===== config.mk =====
export PLATFORM = sky130hd
export DESIGN_NAME = sdram_arbiter
export DESIGN_NICKNAME = d
export VERILOG_FILES = /design/src/rtl/sdram_arbiter_pkg.sv /design/src/rtl/sdram_arb_wdog.sv /design/src/rtl/sdram_arbiter.sv
export SDC_FILE = /design/constraint.sdc
export NUM_CORES = 1
export LEC_CHECK = 0
export CAP_MARGIN = 20
export CORE_MARGIN = 2
export CORE_UTILIZATION = 38
export DETAILED_ROUTE_END_ITERATION = 10
export PLACE_DENSITY_LB_ADDON = 0.2
export SLEW_MARGIN = 20
export SYNTH_ARGS = -nofsm -noshare
export SYNTH_HDL_FRONTEND = slang
export SYNTH_SLANG_ARGS = --single-unit

===== constraint.sdc =====
create_clock -name sdram_clk -period 1.9 [get_ports sdram_clk]
set_clock_uncertainty 0.05 [all_clocks]
set_input_delay 0.38 -clock sdram_clk [delete_from_list [all_inputs] [get_ports sdram_clk]]
set_output_delay 0.38 -clock sdram_clk [all_outputs]
set_load 0.005 [all_outputs]

===== src/rtl/sdram_arbiter_pkg.sv =====
// Shared SDRAM controller definitions: pin command encodings and arbiter states.
// Used by the arbiter and the init/aref/write/read engines.
package sdram_arbiter_pkg;

  // {CS_n, RAS_n, CAS_n, WE_n}
  localparam logic [3:0] CMD_NOP  = 4'b0111;
  localparam logic [3:0] CMD_PRE  = 4'b0010;
  localparam logic [3:0] CMD_AREF = 4'b0001;
  localparam logic [3:0] CMD_ACT  = 4'b0011;
  localparam logic [3:0] CMD_WR   = 4'b0100;
  localparam logic [3:0] CMD_RD   = 4'b0101;

  typedef enum logic [2:0] {
    ST_INIT  = 3'd0,
    ST_IDLE  = 3'd1,
    ST_AREF  = 3'd2,
    ST_WRITE = 3'd3,
    ST_READ  = 3'd4
  } arb_state_t;

endpackage


===== src/rtl/sdram_arb_wdog.sv =====
// Grant watchdog: counts cycles of the current grant and pulses expire on the
// GRANT_TMO-th busy cycle if the owner has not signalled done in that cycle.
module sdram_arb_wdog #(
  parameter int GRANT_TMO = 1023
) (
  input  logic sdram_clk,
  input  logic rst,
  input  logic busy,
  input  logic done,
  output logic expire
);

  localparam int CW = $clog2(GRANT_TMO + 1);

  // cnt = busy cycles already completed in this grant
  logic [CW-1:0] cnt;

  assign expire = busy && !done && (cnt == CW'(GRANT_TMO - 1));

  always_ff @(posedge sdram_clk) begin
    if (rst || !busy) cnt <= '0;
    else              cnt <= cnt + CW'(1);
  end

endmodule


===== src/rtl/sdram_arbiter.sv =====
// SDRAM bus scheduler: init sequencing, then one owner (refresh/write/read) at a time,
// with registered pins. Define SDRAM_ARB_RR_EN for write/read round-robin.
module sdram_arbiter
  import sdram_arbiter_pkg::*;
#(
  parameter int ADDR_BITS = 12,
  parameter int BA_BITS   = 2,
  parameter int DQ_BITS   = 16,
  parameter int GRANT_TMO = 1023
) (
  input  logic                 sdram_clk,
  input  logic                 rst,
  input  logic                 init_done,
  input  logic [3:0]           init_cmd,
  input  logic [ADDR_BITS-1:0] init_addr,
  input  logic                 aref_req,
  output logic                 aref_en,
  input  logic                 aref_done,
  input  logic [3:0]           aref_cmd,
  input  logic                 wr_req,
  output logic                 wr_en,
  input  logic                 wr_end,
  input  logic [3:0]           wr_cmd,
  input  logic [ADDR_BITS-1:0] wr_addr,
  input  logic [BA_BITS-1:0]   wr_ba,
  input  logic [7:0]           wr_data,
  input  logic                 rd_req,
  output logic                 rd_en,
  input  logic                 rd_end,
  input  logic [3:0]           rd_cmd,
  input  logic [ADDR_BITS-1:0] rd_addr,
  input  logic [BA_BITS-1:0]   rd_ba,
  output logic [3:0]           sdram_cmd,
  output logic [ADDR_BITS-1:0] sdram_addr,
  output logic [BA_BITS-1:0]   sdram_ba,
  output logic [DQ_BITS-1:0]   sdram_dq,
  output logic                 sdram_dq_oe,
  output logic                 tmo_err
);

  arb_state_t           state;
  logic                 busy, done, expire, grant_wr;
  logic [3:0]           src_cmd;
  logic [ADDR_BITS-1:0] src_addr;
  logic [BA_BITS-1:0]   src_ba;

  assign busy = (state == ST_AREF) || (state == ST_WRITE) || (state == ST_READ);

  always_comb begin
    done     = 1'b0;
    src_cmd  = CMD_NOP;
    src_addr = '0;
    src_ba   = '0;
    case (state)
      ST_INIT: begin
        src_cmd  = init_cmd;
        src_addr = init_addr;
      end
      ST_AREF: begin
        done    = aref_done;
        src_cmd = aref_cmd;
      end
      ST_WRITE: begin
        done     = wr_end;
        src_cmd  = wr_cmd;
        src_addr = wr_addr;
        src_ba   = wr_ba;
      end
      ST_READ: begin
        done     = rd_end;
        src_cmd  = rd_cmd;
        src_addr = rd_addr;
        src_ba   = rd_ba;
      end
      default: ;
    endcase
  end

`ifdef SDRAM_ARB_RR_EN
  // 1 = last write/read grant went to read, so write has the next turn
  logic last_rd;

  assign grant_wr = wr_req && (!rd_req || last_rd);

  always_ff @(posedge sdram_clk) begin
    if (rst)
      last_rd <= 1'b1;
    else if (state == ST_IDLE && !aref_req && (wr_req || rd_req))
      last_rd <= !grant_wr;
  end
`else
  assign grant_wr = wr_req;
`endif

  sdram_arb_wdog #(.GRANT_TMO(GRANT_TMO)) u_wdog (
    .sdram_clk (sdram_clk),
    .rst       (rst),
    .busy      (busy),
    .done      (done),
    .expire    (expire)
  );

  always_ff @(posedge sdram_clk) begin
    if (rst) begin
      state       <= ST_INIT;
      aref_en     <= 1'b0;
      wr_en       <= 1'b0;
      rd_en       <= 1'b0;
      sdram_cmd   <= CMD_NOP;
      sdram_addr  <= '0;
      sdram_ba    <= '0;
      sdram_dq    <= '0;
      sdram_dq_oe <= 1'b0;
      tmo_err     <= 1'b0;
    end else begin
      aref_en     <= 1'b0;
      wr_en       <= 1'b0;
      rd_en       <= 1'b0;
      // a timed-out cycle is replaced by NOP with DQ released
      sdram_cmd   <= expire ? CMD_NOP : src_cmd;
      sdram_addr  <= src_addr;
      sdram_ba    <= src_ba;
      sdram_dq    <= (state == ST_WRITE) ? DQ_BITS'(wr_data) : '0;
      sdram_dq_oe <= (state == ST_WRITE) && !expire;
      if (expire) tmo_err <= 1'b1;
      case (state)
        ST_INIT: if (init_done) state <= ST_IDLE;
        ST_IDLE: begin
          if (aref_req) begin
            state   <= ST_AREF;
            aref_en <= 1'b1;
          end else if (grant_wr) begin
            state <= ST_WRITE;
            wr_en <= 1'b1;
          end else if (rd_req) begin
            state <= ST_READ;
            rd_en <= 1'b1;
          end
        end
        default: if (done || expire) state <= ST_IDLE;
      endcase
    end
  end

endmodule

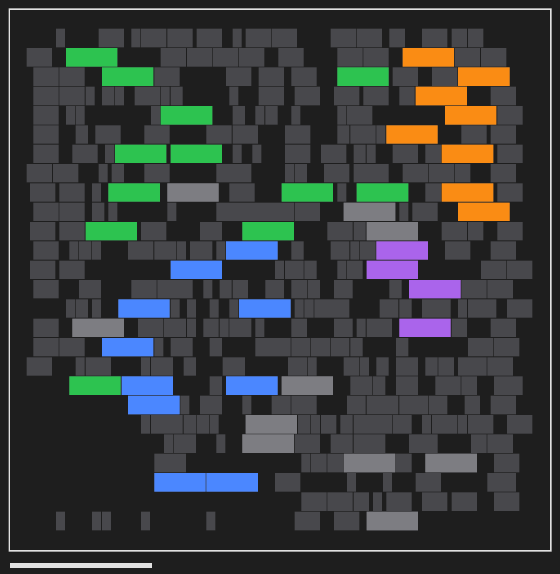
Figure 1: run 1, sequential cells grouped by signal name.
The bar under the picture is 20 um long. Other sequential cells in the stronger grey, the rest of the logic in the fainter grey.
Key: sdram_dq = orange [flops 8, where upper right]; u_wdog.cnt = blue [flops 10]; sdram_addr = green [flops 12]; sdram_cmd = purple [flops 4, where middle right]

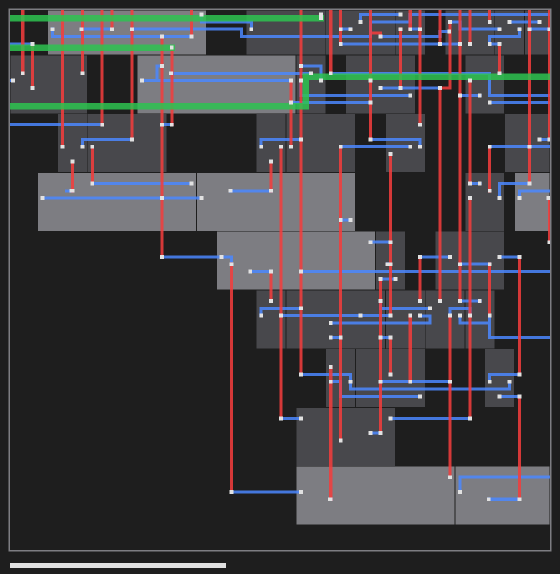
Figure 2: run 1, close-up of the layout.
The bar under the picture is 10 um long. Window x 7 to 32, y 7 to 32 um. Cells in grey, sequential cells in the stronger grey; small squares are vias.
Key: met1 = blue; met2 = red; met3 = green
34 logic cells have their middle in the window. Sequential cells in the window: 7. Most frequent: nor2_1 (8), dfxtp_1 (7), nand3_1 (4). Netlist names of flops here include u_wdog.cnt (5).

==> results_dict.tcl, run 1 <==
# place-and-route summary
set metrics [dict create \
    status "finished, final reports clean" \
    fa_ha_area_frac 0.0127 \
    hold_buffers 0 \
    start_kind "flip-flop" \
    switching_share 0.261 \
    place_ws_ns 0.00518 \
    drive_above_1_share 0.0781 \
    io_buffers 103 \
    regArea_sq_um 881 \
    ys.flops 44 \
    via_count 1868 \
    cts_root_buffer "clkbuf_8" \
    top_logic_kind "simple AND/OR/NAND/NOR gates" \
    reg2reg_depth 5 \
    top_usage_layer "met2" \
    power.density_mw_per_mm2 746 \
    drv_cap 0 \
    buffers 114 \
    inv_count 4 \
    top_power_group "registers" \
    worstReg2RegStart "state[2]" \
    grt_pass1_wl_um 8270 \
    dp_hpwl_um 3870 \
    p_switching_uw 620 \
    fin_nets 407 \
    most-common-layout-cells "clkdlybuf4s50_1 (103), nor2_1 (48), dfxtp_1 (44)" \
    dp.cells 395 \
    aoi_share 0.0965 \
    area_growth_pct 61.8 \
    clock-sinks 44 \
    core_sq_mm 0.00504 \
    drtIter0Drc 87 \
    yosysChipArea_sq_mm 0.00197 \
    numCtsBuffers 5 \
    layout.nonclk_buf_frac 0.349 \
    finalWirelength_um 4940 \
    comb_area_sq_um 977 \
    power_leakage_uw 0.00120 \
    crit_type "reg -> reg" \
    diodes 0 \
    finish.utilization 0.633 \
    crit_end "sdram_dq_oe" \
    synth.distinct_cells 38 \
    logic_gates 163 \
    drv_slew 0 \
    top_area_cell "dfxtp_1" \
    dieWidth_um 76.0 \
    drc 0 \
    simple_gate_share 0.230 \
    ys_sh_xor 0.0356 \
    mux_share 0.106 \
    fin_crit_sh 0.858 \
    syn_area_per_cell_sq_um 8.84 \
    postCtsSetupBuffers 0 \
    hp-class "reg -> reg" \
    tritoncts "built" \
    powerClk_uw 725 \
    io_pins 112 \
    cts.clk_slew.worst_paths_ns 0.09 \
    design_area_sq_mm 0.00319 \
    powerComb_uw 633 \
    wl_met3_um 454 \
    hold-worst-slack_ns 0.401 \
    grt_antenna_before_repair 0 \
    period_needed_ns 1.63 \
    p_comb_frac 0.266 \
    fmax_mhz 613 \
    globalRouteOverflowTotal 0 \
    grt_setup_unrepaired "no" \
    seq-power_uw 1020 \
    ys_seq_share 0.447 \
    initial_core_util 0.391 \
    cp_top_family "simple AND/OR/NAND/NOR gates" \
    grt_pass1_vias 1779 \
]
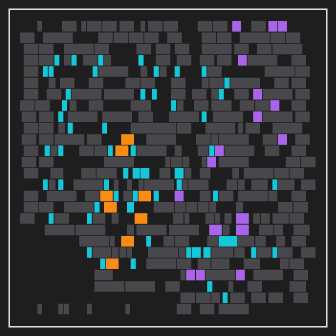
Figure 3: run 1, selected gate families.
Key: AND and OR gates = purple [cells 17, most used and2_1]; NOR gates = cyan [cells 55, most used nor2_1]; XOR/XNOR gates = orange [cells 8, most used xnor2_1]
Finished Layout Cells: 403
Top cell excl fill/tap: clkdlybuf4s50_1
combinational share of cell area: 0.306

Figure 4. Routing congestion (run 1).
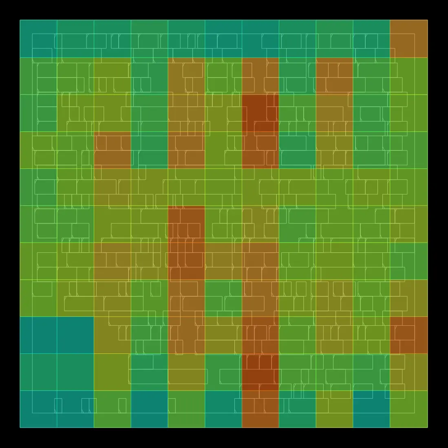

==> run 1 -> run 2 <==
--- a/config.mk
+++ b/config.mk
@@ -13,4 +13,5 @@
 export SLEW_MARGIN = 20
 export SYNTH_ARGS = -nofsm -noshare
 export SYNTH_HDL_FRONTEND = slang
+export SYNTH_HIERARCHICAL = 1
 export SYNTH_SLANG_ARGS = --single-unit
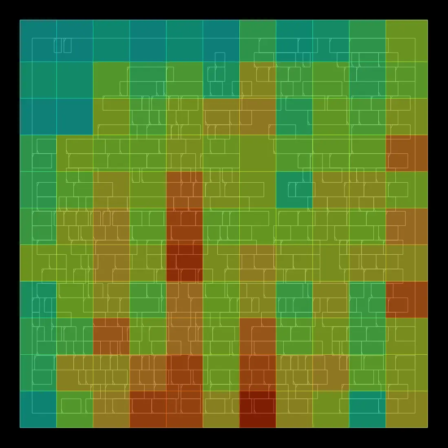
Figure 5: run 2, routing congestion.
Final Util: 0.642
global route hottest layer: met2

==> run 2 against run 1 <==
Clock power fell by 23%. Register-to-register slack worse by 0.25 ns. Synthesized area grew 2.4%. Utilization grew 0.98 points. Critical endpoint is now sdram_cmd[0]. Highest routed layer unchanged.
==> results_dict.tcl, run 2 <==
# place-and-route summary
set metrics [dict create \
    top_area_cell "dfxtp_1" \
    regArea_sq_um 886 \
    via_count 1944 \
    crit_end "sdram_cmd[0]" \
    fin_nets 399 \
    powerComb_uw 1130 \
    fin_crit_sh 0.992 \
    worstReg2RegStart "state[2]" \
    diodes 0 \
    cts_root_buffer "clkbuf_8" \
    dp_hpwl_um 4240 \
    tritoncts "built" \
    clock-sinks 44 \
    postCtsSetupBuffers 0 \
    yosysChipArea_sq_mm 0.00202 \
    drv_slew 0 \
    inv_count 3 \
    power.density_mw_per_mm2 855 \
    core_sq_mm 0.00511 \
    period_needed_ns 1.89 \
    design_area_sq_mm 0.00328 \
    switching_share 0.302 \
    logic_gates 151 \
    numCtsBuffers 5 \
    hold_depth 2 \
    seq-power_uw 1120 \
    hp-class "reg -> reg" \
    grt_pass1_wl_um 9050 \
    cts.clk_slew.worst_paths_ns 0.08 \
    aoi_share 0.142 \
    grt_pass1_vias 1853 \
    io_buffers 103 \
    dieWidth_um 76.9 \
    hold_buffers 0 \
    layout.nonclk_buf_frac 0.356 \
    comb_area_sq_mm 0.00105 \
    pwr-share-clk 0.198 \
    fmax_mhz 530 \
    ys.flops 44 \
    most-common-layout-cells "clkdlybuf4s50_1 (101), dfxtp_1 (42), nor2_1 (24)" \
    globalRouteOverflowTotal 0 \
    grt_antenna_before_repair 0 \
    reg2reg_depth 8 \
    grt_setup_unrepaired "yes" \
    synth.distinct_cells 47 \
    finalWirelength_um 5520 \
    place_ws_ns -0.342 \
    wl_met3_um 350 \
    comb_share 0.319 \
    ys_seq_share 0.436 \
    top_power_group "combinational logic" \
    p_total_uw 2800 \
    drv_cap 0 \
    nClkBuffers 5 \
    powerClk_uw 556 \
    cp_max_fo 6 \
    crit_type "reg -> reg" \
    io_pins 112 \
    area_growth_pct 62.6 \
    worstSkewPairLatency_ns 0.29 \
    p_switching_uw 846 \
    crit_buf_inv 0 \
    drive_above_1_share 0.157 \
    dp.cells 386 \
    ys_sh_xor 0.0130 \
    initial_core_util 0.395 \
    lay_top_count "clkdlybuf4s50_1" \
    buffers 119 \
    drtIter0Drc 91 \
    rows 26 \
    hold-worst-slack_ns 0.438 \
    mux_share 0.0942 \
    start_kind "flip-flop" \
    status "finished, final reports clean" \
    p_comb_frac 0.401 \
    stdcell_count 394 \
    wire_per_inst_um 14.0 \
    simple_gate_share 0.224 \
    power_leakage_uw 0.00131 \
]
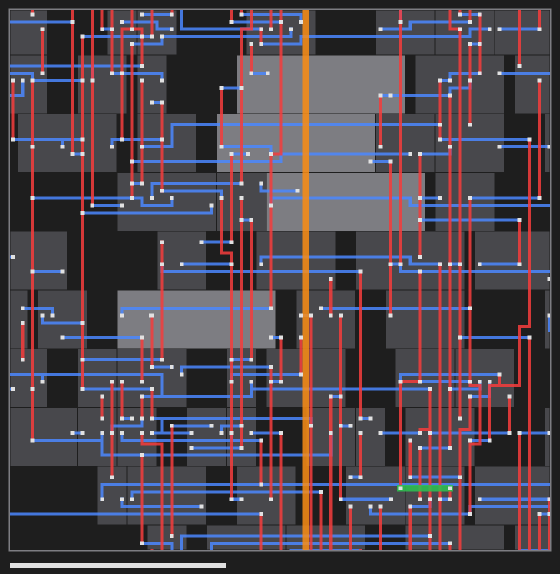
Figure 6: run 2, close-up of the layout.
The bar under the picture is 10 um long. Window x 7 to 32, y 7 to 32 um. Cells in grey, sequential cells in the stronger grey; small squares are vias.
Key: met1 = blue; met3 = green; met4 = orange; met2 = red
51 logic cells have their middle in the window. Netlist names of flops here include sdram_cmd (3), state (1). Most frequent: clkdlybuf4s50_1 (7), buf_4 (6), nand2_1 (4). Sequential cells in the window: 4.

Figure 7. Selected gate families (run 2).
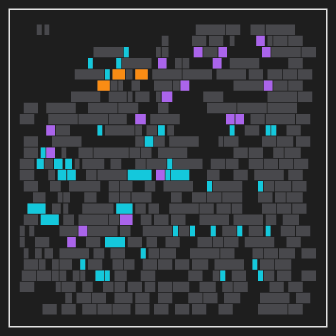

==> run 2 -> run 3 <==
--- a/config.mk
+++ b/config.mk
@@ -6,6 +6,7 @@
 export NUM_CORES = 1
 export LEC_CHECK = 0
 export CAP_MARGIN = 20
+export CORE_ASPECT_RATIO = 1.25
 export CORE_MARGIN = 2
 export CORE_UTILIZATION = 38
 export DETAILED_ROUTE_END_ITERATION = 10
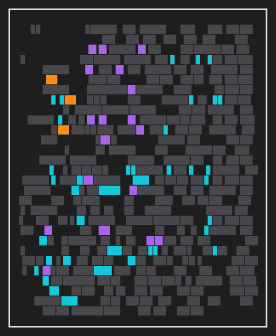
Figure 8: run 3, selected gate families.
Key: AND and OR gates = purple [cells 18, most used and3_1]; NOR gates = cyan [cells 38, most used nor2_1]; XOR/XNOR gates = orange [cells 3, most used xor2_1]
combinational share of cell area: 0.316
Finished Layout Cells: 387

==> run 3 against run 2 <==
Critical endpoint is now sdram_cmd[1]. Register-to-register slack improved by 0.03 ns. Combinational power about the same. Largest cell class unchanged. Sequential cell count stayed put. Sequential share of layout area hardly changed. Largest power group is now registers. Utilization grew 0.061 points.
==> results_dict.tcl, run 3 <==
# place-and-route summary
set metrics [dict create \
    aoi_share 0.142 \
    switching_share 0.291 \
    diodes 0 \
    wl_met3_um 335 \
    hold-worst-slack_ns 0.431 \
    p_total_uw 2970 \
    grt_setup_unrepaired "yes" \
    tritoncts "built" \
    cp_max_fo 6 \
    synth.distinct_cells 47 \
    dp.cells 378 \
    logic_gates 151 \
    drtIter0Drc 87 \
    numCtsBuffers 5 \
    place_ws_ns -0.356 \
    dp_hpwl_um 4120 \
    lay_top_count "clkdlybuf4s50_1" \
    ys_sh_xor 0.0130 \
    buffers 119 \
    simple_gate_share 0.224 \
    ys_seq_share 0.436 \
    clock-sinks 44 \
    fin_crit_sh 0.974 \
    fin_nets 399 \
    area_growth_pct 63.0 \
    drv_cap 0 \
    start_kind "flip-flop" \
    cts.clk_slew.worst_paths_ns 0.08 \
    finish.utilization 0.643 \
    worstSkewPairLatency_ns 0.29 \
    comb_area_sq_mm 0.00104 \
    crit_end "sdram_cmd[1]" \
    cts_root_buffer "clkbuf_8" \
    mux_share 0.0942 \
    status "finished, final reports clean" \
    postCtsSetupBuffers 0 \
    ys.flops 44 \
    nClkBuffers 5 \
    via_count 1892 \
    p_comb_frac 0.377 \
    initial_core_util 0.394 \
    design_area_sq_mm 0.00329 \
    pwr-share-clk 0.246 \
    drive_above_1_share 0.157 \
    fmax_mhz 540 \
]
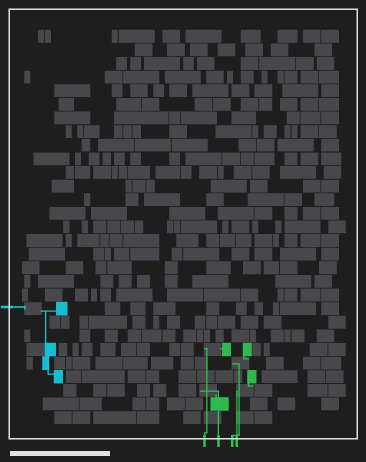
Figure 9: run 3, I/O nets highlighted.
The bar under the picture is 20 um long.
Key: wr_cmd = green [bits 4, direction input, edge bottom, end cells 4, buffers 4, wire 65.8 um]; aref_req = cyan [bits 1, direction input, edge left, end cells 4, buffers 1, wire 22.1 um]
port bufs: 103
IO Pins: 112

Power and IR drop assume default switching activity.
